## config.mk

```make
export PLATFORM = sky130hd
export DESIGN_NAME = midi_message_decoder
export DESIGN_NICKNAME = d
export VERILOG_FILES = /design/src/rtl/midi_message_decoder.sv
export SDC_FILE = /design/constraint.sdc
export NUM_CORES = 1
export LEC_CHECK = 0
export ABC_AREA = 1
export CAP_MARGIN = 25
export CORE_MARGIN = 2
export CORE_UTILIZATION = 30
export CTS_CLUSTER_DIAMETER = 200
export DETAILED_ROUTE_END_ITERATION = 10
export GPL_TIMING_DRIVEN = 0
export PLACE_DENSITY = 0.5
export SYNTH_ARGS = -nofsm -noshare
export SYNTH_HDL_FRONTEND = slang
export SYNTH_SLANG_ARGS = --single-unit
```

## constraint.sdc

```tcl
create_clock -name clock_50_000_000 -period 1.4 [get_ports clock_50_000_000]
set_clock_uncertainty 0.15 [all_clocks]
set_input_delay 0.14 -clock clock_50_000_000 [delete_from_list [all_inputs] [get_ports clock_50_000_000]]
set_output_delay 0.14 -clock clock_50_000_000 [all_outputs]
set_load 0.05 [all_outputs]
```

## src/rtl/midi_message_decoder.sv

```systemverilog
// midi_message_decoder
// Turns the MIDI receiver byte stream into note and control-change events.
// Handles running status, real-time bytes interleaved anywhere, SysEx /
// system-common cancellation and optional channel filtering. Events are
// one-cycle strobes; their payloads are held until the next event.

module midi_message_decoder #(
  parameter bit         OMNI    = 1'b1,
  parameter logic [3:0] CHANNEL = 4'd0
) (
  input  logic       clock_50_000_000,
  input  logic       reset_l,
  input  logic [7:0] rx_data,
  input  logic       rx_valid,
  output logic       note_on,
  output logic [6:0] note_number,
  output logic [6:0] note_velocity,
  output logic [3:0] note_channel,
  output logic       note_ready,
  output logic [6:0] cc_number,
  output logic [6:0] cc_value,
  output logic       cc_ready,
  output logic [7:0] stray_count
);

  // IDLE also encodes "running status invalid".
  typedef enum logic [1:0] {
    ST_IDLE  = 2'd0,
    ST_DATA1 = 2'd1,
    ST_DATA2 = 2'd2
  } state_e;

  typedef enum logic [2:0] {
    CLS_NONE   = 3'd0,
    CLS_RT     = 3'd1,
    CLS_SYS    = 3'd2,
    CLS_STATUS = 3'd3,
    CLS_DATA   = 3'd4
  } byte_class_e;

  state_e      state_q, state_d;
  logic [3:0]  type_q, type_d;
  logic [3:0]  chan_q, chan_d;
  logic [6:0]  d1_q, d1_d;

  logic        note_on_q, note_on_d;
  logic [6:0]  note_number_q, note_number_d;
  logic [6:0]  note_velocity_q, note_velocity_d;
  logic [3:0]  note_channel_q, note_channel_d;
  logic        note_ready_q, note_ready_d;
  logic [6:0]  cc_number_q, cc_number_d;
  logic [6:0]  cc_value_q, cc_value_d;
  logic        cc_ready_q, cc_ready_d;
  logic [7:0]  stray_count_q, stray_count_d;

  byte_class_e byte_class_s;
  logic        chan_pass_s;
  logic        two_byte_s;

  // Classify the incoming byte; nothing is classified without a strobe.
  always_comb begin
    byte_class_s = CLS_NONE;
    if (!rx_valid) begin
      byte_class_s = CLS_NONE;
    end else if (rx_data[7:3] == 5'b11111) begin
      byte_class_s = CLS_RT;
    end else if (rx_data[7:3] == 5'b11110) begin
      byte_class_s = CLS_SYS;
    end else if (rx_data[7] == 1'b1) begin
      byte_class_s = CLS_STATUS;
    end else begin
      byte_class_s = CLS_DATA;
    end
  end

  assign chan_pass_s = (OMNI != 1'b0) || (chan_q == CHANNEL);
  // Program change (C) and channel pressure (D) carry a single data byte.
  assign two_byte_s  = (type_q != 4'hC) && (type_q != 4'hD);

  // Next-state, event and counter logic for one received byte.
  always_comb begin
    state_d         = state_q;
    type_d          = type_q;
    chan_d          = chan_q;
    d1_d            = d1_q;
    note_on_d       = note_on_q;
    note_number_d   = note_number_q;
    note_velocity_d = note_velocity_q;
    note_channel_d  = note_channel_q;
    note_ready_d    = 1'b0;
    cc_number_d     = cc_number_q;
    cc_value_d      = cc_value_q;
    cc_ready_d      = 1'b0;
    stray_count_d   = stray_count_q;

    case (byte_class_s)
      CLS_STATUS: begin
        // A new status preempts any unfinished message.
        type_d  = rx_data[7:4];
        chan_d  = rx_data[3:0];
        state_d = ST_DATA1;
      end
      CLS_SYS: begin
        state_d = ST_IDLE;
      end
      CLS_DATA: begin
        case (state_q)
          ST_IDLE: begin
            if (stray_count_q != 8'hFF) begin
              stray_count_d = stray_count_q + 8'd1;
            end else begin
              stray_count_d = stray_count_q;
            end
          end
          ST_DATA1: begin
            d1_d = rx_data[6:0];
            if (two_byte_s) begin
              state_d = ST_DATA2;
            end else begin
              state_d = ST_DATA1;
            end
          end
          ST_DATA2: begin
            // Message complete; return to DATA1 to keep running status.
            state_d = ST_DATA1;
            if (chan_pass_s) begin
              case (type_q)
                4'h8, 4'h9: begin
                  note_on_d       = (type_q == 4'h9) && (rx_data[6:0] != 7'd0);
                  note_number_d   = d1_q;
                  note_velocity_d = rx_data[6:0];
                  note_channel_d  = chan_q;
                  note_ready_d    = 1'b1;
                end
                4'hB: begin
                  cc_number_d = d1_q;
                  cc_value_d  = rx_data[6:0];
                  cc_ready_d  = 1'b1;
                end
                default: begin
                  // Aftertouch and pitch bend are parsed but not emitted.
                end
              endcase
            end else begin
              note_ready_d = 1'b0;
              cc_ready_d   = 1'b0;
            end
          end
          default: begin
            state_d = ST_IDLE;
          end
        endcase
      end
      default: begin
        // No strobe or real-time byte: nothing changes.
      end
    endcase
  end

  // State, running-status and output registers.
  always_ff @(posedge clock_50_000_000 or negedge reset_l) begin
    if (!reset_l) begin
      state_q         <= ST_IDLE;
      type_q          <= 4'd0;
      chan_q          <= 4'd0;
      d1_q            <= 7'd0;
      note_on_q       <= 1'b0;
      note_number_q   <= 7'd0;
      note_velocity_q <= 7'd0;
      note_channel_q  <= 4'd0;
      note_ready_q    <= 1'b0;
      cc_number_q     <= 7'd0;
      cc_value_q      <= 7'd0;
      cc_ready_q      <= 1'b0;
      stray_count_q   <= 8'd0;
    end else begin
      state_q         <= state_d;
      type_q          <= type_d;
      chan_q          <= chan_d;
      d1_q            <= d1_d;
      note_on_q       <= note_on_d;
      note_number_q   <= note_number_d;
      note_velocity_q <= note_velocity_d;
      note_channel_q  <= note_channel_d;
      note_ready_q    <= note_ready_d;
      cc_number_q     <= cc_number_d;
      cc_value_q      <= cc_value_d;
      cc_ready_q      <= cc_ready_d;
      stray_count_q   <= stray_count_d;
    end
  end

  assign note_on       = note_on_q;
  assign note_number   = note_number_q;
  assign note_velocity = note_velocity_q;
  assign note_channel  = note_channel_q;
  assign note_ready    = note_ready_q;
  assign cc_number     = cc_number_q;
  assign cc_value      = cc_value_q;
  assign cc_ready      = cc_ready_q;
  assign stray_count   = stray_count_q;

endmodule

```

**Run 1: signal wires by layer**

The bar under the picture is 20 µm long. Two of the layers only.
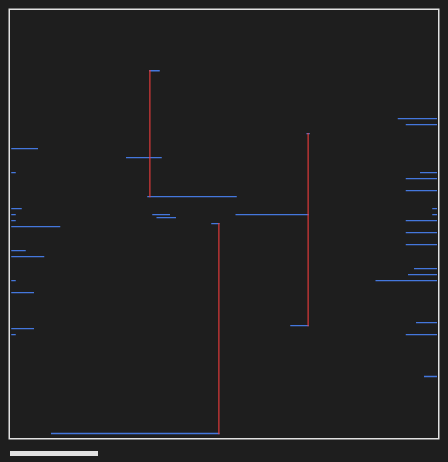
| layer | color | wire length |
|---|---|---|
| met3 | blue | 232 µm |
| met4 | red | 120 µm |

**Run 1: sequential cells grouped by signal name**

The bar under the picture is 20 µm long.
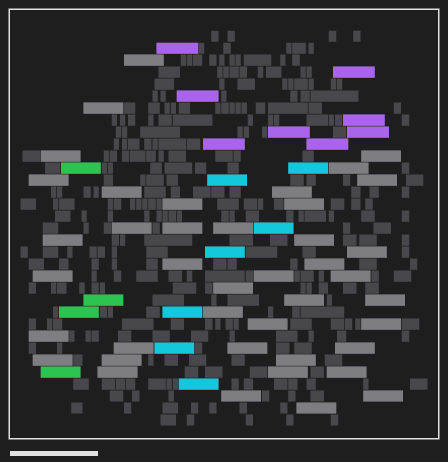
| signal | color | sequential cells |
|---|---|---|
| chan_q | green | 4 |
| cc_value | cyan | 7 |
| stray_count | purple | 8 |
post-layout util: 0.452
sequential share of cell area: 0.403
Seq group: 2.16 mW

**Run 1: routing congestion**

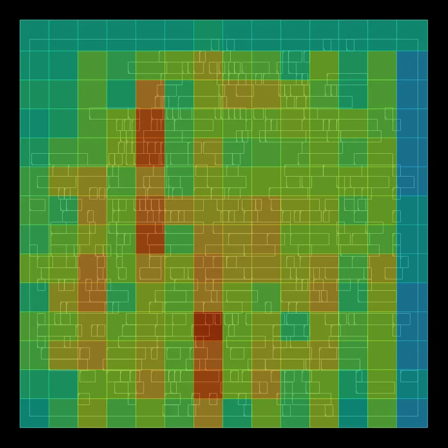
grt met1 use: 0.202
met2 Use GR: 0.212

**Run 1: logic cells by family**

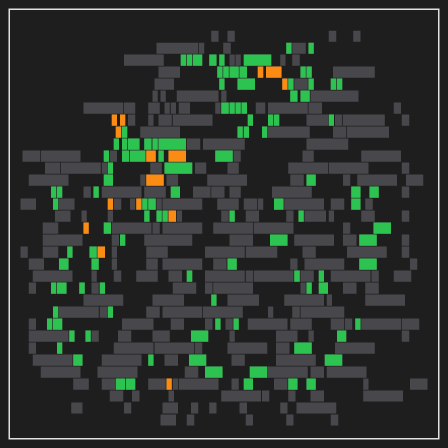
| family | color | cells | most used |
|---|---|---|---|
| NAND gates | green | 110 | nand2_1 |
| NOR gates | orange | 15 | nor2_1 |

==> run summary, run 1 <==
impl run done, here's what came out: Setup crit end kind=flip-flop, final setup margin=-0.105 ns, Final Hold Vio Count=0, FP Util=0.313, Internal=3.34 mW, CP peak stage delay=0.39 ns, Fill cells=831, Die Span Y=97.1 µm, ANT nets after route=0, Worst EP required=1.47 ns, most instantiated library cell after synthesis=nand2_1, grt ovf=0, yosys aoi share=0.114, Post-CTS Hold Buffers=1, Root Buffer=clkbuf_8, RSZ-0062 raised after global routing=true, Comb area=1150 µm², CP max stage cell=dfrtp_1, maximum vdd drop=0.000541 V, Worst Tran Pin Value=0.779 ns, Layout Cells excl Fill=464, Logic inverters=33, All-Layer GR Usage=0.143, sw frac=0.346, Basic Gates by Area=0.200, failing checks=setup timing, final setup fails=37, CP arrival=1.58 ns, Seq/Total Area, Yosys=0.578, Tcrit/Tclk final=1.08, number of port buffers=53, Post-Place Cells=437, NonClk Buf Share=0.164, multi-input gates=178, largest net degree at the start of global routing=61, WL/cell=13.8 µm, status=finished, violations left, Pleak=1.86 nW, top post-synthesis cells by count=nand2_1 (91), dfrtp_1 (60), inv_1 (32), P&R area growth vs syn=44.2%, YS warnings=0, critical path cell sequence=inv_2, ha_4, nand3_4, inv_2, nand2_2, buf_6, buf_12, nand2_2, o21ai_2, xor+xnor area frac=0.0135, fraction of area in multi-input gates=0.306, Seq pwr share=0.423, Tmin final=1.51 ns, Post-route DRC=0, GPL Wtd Cong=0.828, via count of the first global-routing pass=2103, clock-pin slew on the worst setup and hold paths=0.07 ns, Yosys Chip Area=2600 µm², Final Slew Violations=0, seq_cells=60, chip area=9420 µm², DRT iter0 DRCs=104, Main synth FF type=dfrtp_1, H-tree levels=3, CP Class=reg2reg, ClkCell Share=0.0568, achievable frequency=0.664 GHz, asr flop ratio synth=1.00, layout cells sized above 1=0.448, top cells, area=dfrtp_1 (58%), nand2_1 (13%), o21ai_2 (6.4%), floorplan row count=33, Ports=54, HPWL Detailed=4190 µm, Placeable Area=8300 µm², Taps Inserted=105, Top cell excl fill/tap=nand2_1, via/cell ratio=4.48, tool warning count=31, nets=370, CTS tree=done, post-synthesis net count=294, worst-skew pair later-pin latency=0.33 ns, max-cap violations=0, WP depth=9, area share, top type=0.578, Synth Area per Inst=9.31 µm², # Cells Yosys=279, Main logic family=simple AND/OR/NAND/NOR gates, reg2reg setup slack=-0.11 ns, number of buffer and inverter stages on the critical path=4, total CTS buffers=9, synth unique cells=23, Top cells excl fill/tap=nand2_1 (61), dfrtp_1 (52), buf_2 (37), inv_1 (26), o21ai_2 (25), Hold Crit Class=in2async, first-pass GRT wire length=10600 µm
-- run 1: state kept, by name, summed over array words and instances, names as in the netlist --
name and cells:
cc_number 7, cc_ready 1, cc_value 7, chan_q 4, d1_q 7, note_channel 4, note_number 7, note_on 1
note_ready 1, note_velocity 7, state_q 2, stray_count 8, type_q 4
-- run 1: worst reg2reg max path: stages (launching register included) --
cell	delay, ns
dfrtp_1	0.39
inv_2	0.09
ha_4	0.14
nand3_4	0.09
inv_2	0.09
nand2_2	0.06
buf_6	0.15
buf_12	0.15
nand2_2	0.06
o21ai_2	0.04
-- run 1: power by group through the flow --
| stage | registers, mW | clock network, mW | logic [mW] |
|---|---|---|---|
| 4_1_cts | 2.16 | 1.76 | 1.24 |
| 5_1_grt | 2.19 | 1.85 | 1.34 |
| 6_report | 2.16 | 1.71 | 1.24 |
| 3_5_place_dp | 2.18 | 0 | 1.24 |
| 3_3_place_gp | 2.17 | 0 | 1.23 |
| 2_1_floorplan | 2.58 | 0 | 0.399 |
-- run 1: per-layer routing --
metal  GRT usage  vias up  part of all wire
met3      0.0273        7             0.036
met4      0.0683        0             0.019
li1            -     1042                 -
met2       0.212       43              0.46
met1       0.202      988              0.49
met5           0        -                 0
-- run 1: stage by stage --
step / setup WS, ns / total power, mW / util / instance area, µm² / hold slack [ns]
after floorplan: -0.0820 / 2.98 / - / 2650 / -0.306
after global placement: -2.28 / 3.41 / 0.399 / 3310 / 0.311
after detailed placement: -0.420 / 3.42 / 0.399 / 3310 / 0.124
after CTS: -0.0940 / 5.17 / 0.454 / 3760 / 0.296
after global routing: -0.174 / 5.38 / 0.452 / 3750 / 0.331
final: -0.105 / 5.11 / 0.452 / 3750 / 0.268
==> run 1 -> run 2 <==
Settings changed: CORE_ASPECT_RATIO set to 0.7, TNS_END_PERCENT set to 100.
==> run 2 against run 1 <==
Against the previous run: the run still ends with setup timing left; final cell count increased by 4.5%; sequential share of layout area decreased by 2.9 points; non-clock buffer count increased by 5; utilization increased by 2.7 points; sequential cell count unchanged; fmax decreased by 0.47%; setup slack got worse by 0.0071 ns; synthesized cell count unchanged; clock-buffer cell count increased by 2; critical path type unchanged; critical endpoint is now cc_number[4]$_DFFE_PN0P_.
==> run summary, run 2 <==
impl run done, here's what came out: status=finished, violations left, failing checks=setup timing, max-cap violations=0, Seq pwr share=0.368, final setup margin=-0.112 ns, clock-pin slew on the worst setup and hold paths=0.06 ns, Post-Place Cells=452, area share, top type=0.578, clk pwr=2.42 mW, most instantiated library cell after synthesis=nand2_1, P&R area growth vs syn=55.3%, ANT nets after route=0, Root Buffer=clkbuf_16, final setup fails=37, Fill cells=807, CP Class=reg2reg, top post-synthesis cells by count=nand2_1 (91), dfrtp_1 (60), inv_1 (32), worst-skew pair later-pin latency=0.33 ns, Seq group=2.17 mW, first-pass GRT wire length=11000 µm, layout cells sized above 1=0.452, Comb area=1140 µm², Main synth FF type=dfrtp_1, Pleak=1.95 nW, asr flop ratio synth=1.00, Hold Crit Class=in2async, Basic Gates by Area=0.200, yosys aoi share=0.114, WL met2=3210 µm, Top cells excl fill/tap=nand2_1 (62), dfrtp_1 (52), inv_1 (26), buf_2 (25), o21ai_2 (22), Final Slew Violations=0, Layout Cells excl Fill=485, CP arrival=1.58 ns, Internal=4.01 mW, top power group=clock, tool warning count=31, max reg flops=8, Placeable Area=8440 µm², achievable frequency=0.661 GHz, Die Span Y=81.9 µm, top cells, area=dfrtp_1 (58%), nand2_1 (13%), o21ai_2 (6.4%), post-synthesis net count=294, met3 track demand over resource=0.0509, Final Hold Vio Count=0, Main logic family=simple AND/OR/NAND/NOR gates, Post-route DRC=0, via/cell ratio=4.37, Seq/Total Area, Yosys=0.578
==> run 2: final cells by class <==
class | count | share of cell area
sequential | 60 | 0.374
multi-input combinational | 178 | 0.284
timing repair buffer | 70 | 0.161
clock buffer | 11 | 0.0601
tap | 120 | 0.0372
inverter | 33 | 0.0332
buffer | 8 | 0.0294
clock inverter | 5 | 0.0211
==> run 2: timing repair <==
action / CTS / global route
setup buffers: 9 / 2
cloned: 3 / 2
pin swaps: 4 / 2
gates resized: 210 / 66
hold buffers: 1 / 0
endpoints found under the hold margin: 60 / 0
endpoints found under the setup margin: 94 / 63
==> run 2: metrics by stage <==
stage / setup WS [ns] / total power, mW / cell area, µm²
finish: -0.112 / 5.89 / 4040
detailed placement: -0.467 / 3.43 / 3330
global placement: -2.34 / 3.41 / 3330
global route: -0.169 / 6.16 / 4040
floorplan: -0.0820 / 2.98 / 2650
CTS: -0.111 / 5.90 / 3950
==> run 2: critical path, stage by stage, from the launching register on <==
cell and delay, ns:
dfrtp_1 0.39, inv_2 0.08, ha_4 0.13, nand3_4 0.09, inv_4 0.09, nand2_4 0.07
buf_8 0.15, buf_12 0.13, nand2_1 0.05, o21ai_1 0.06
==> run 2: path summary, 6_finish.rpt <==
kind / slack (ns) / cells after the start / to
min in group clock_50_000_000: 0.31 / 4 / type_q[1]$_DFFE_PN0N_
max: -0.11 / 9 / cc_number[4]$_DFFE_PN0P_
min reg2reg: 0.32 / 2 / note_channel[2]$_DFFE_PN0P_
max reg2reg: -0.11 / 9 / cc_number[4]$_DFFE_PN0P_
max in group asynchronous: 0.28 / 2 / stray_count[3]$_DFFE_PN0P_
min: 0.27 / 2 / cc_value[2]$_DFFE_PN0P_
**Run 2: routing congestion**

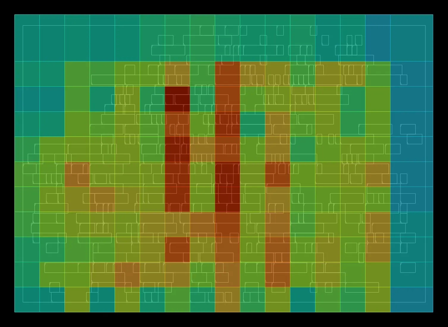
All-Layer GR Usage: 0.160
grt met1 use: 0.211
WL/cell: 14.2 µm

Power figures rest on the tool's default switching activity, not on a simulated workload.
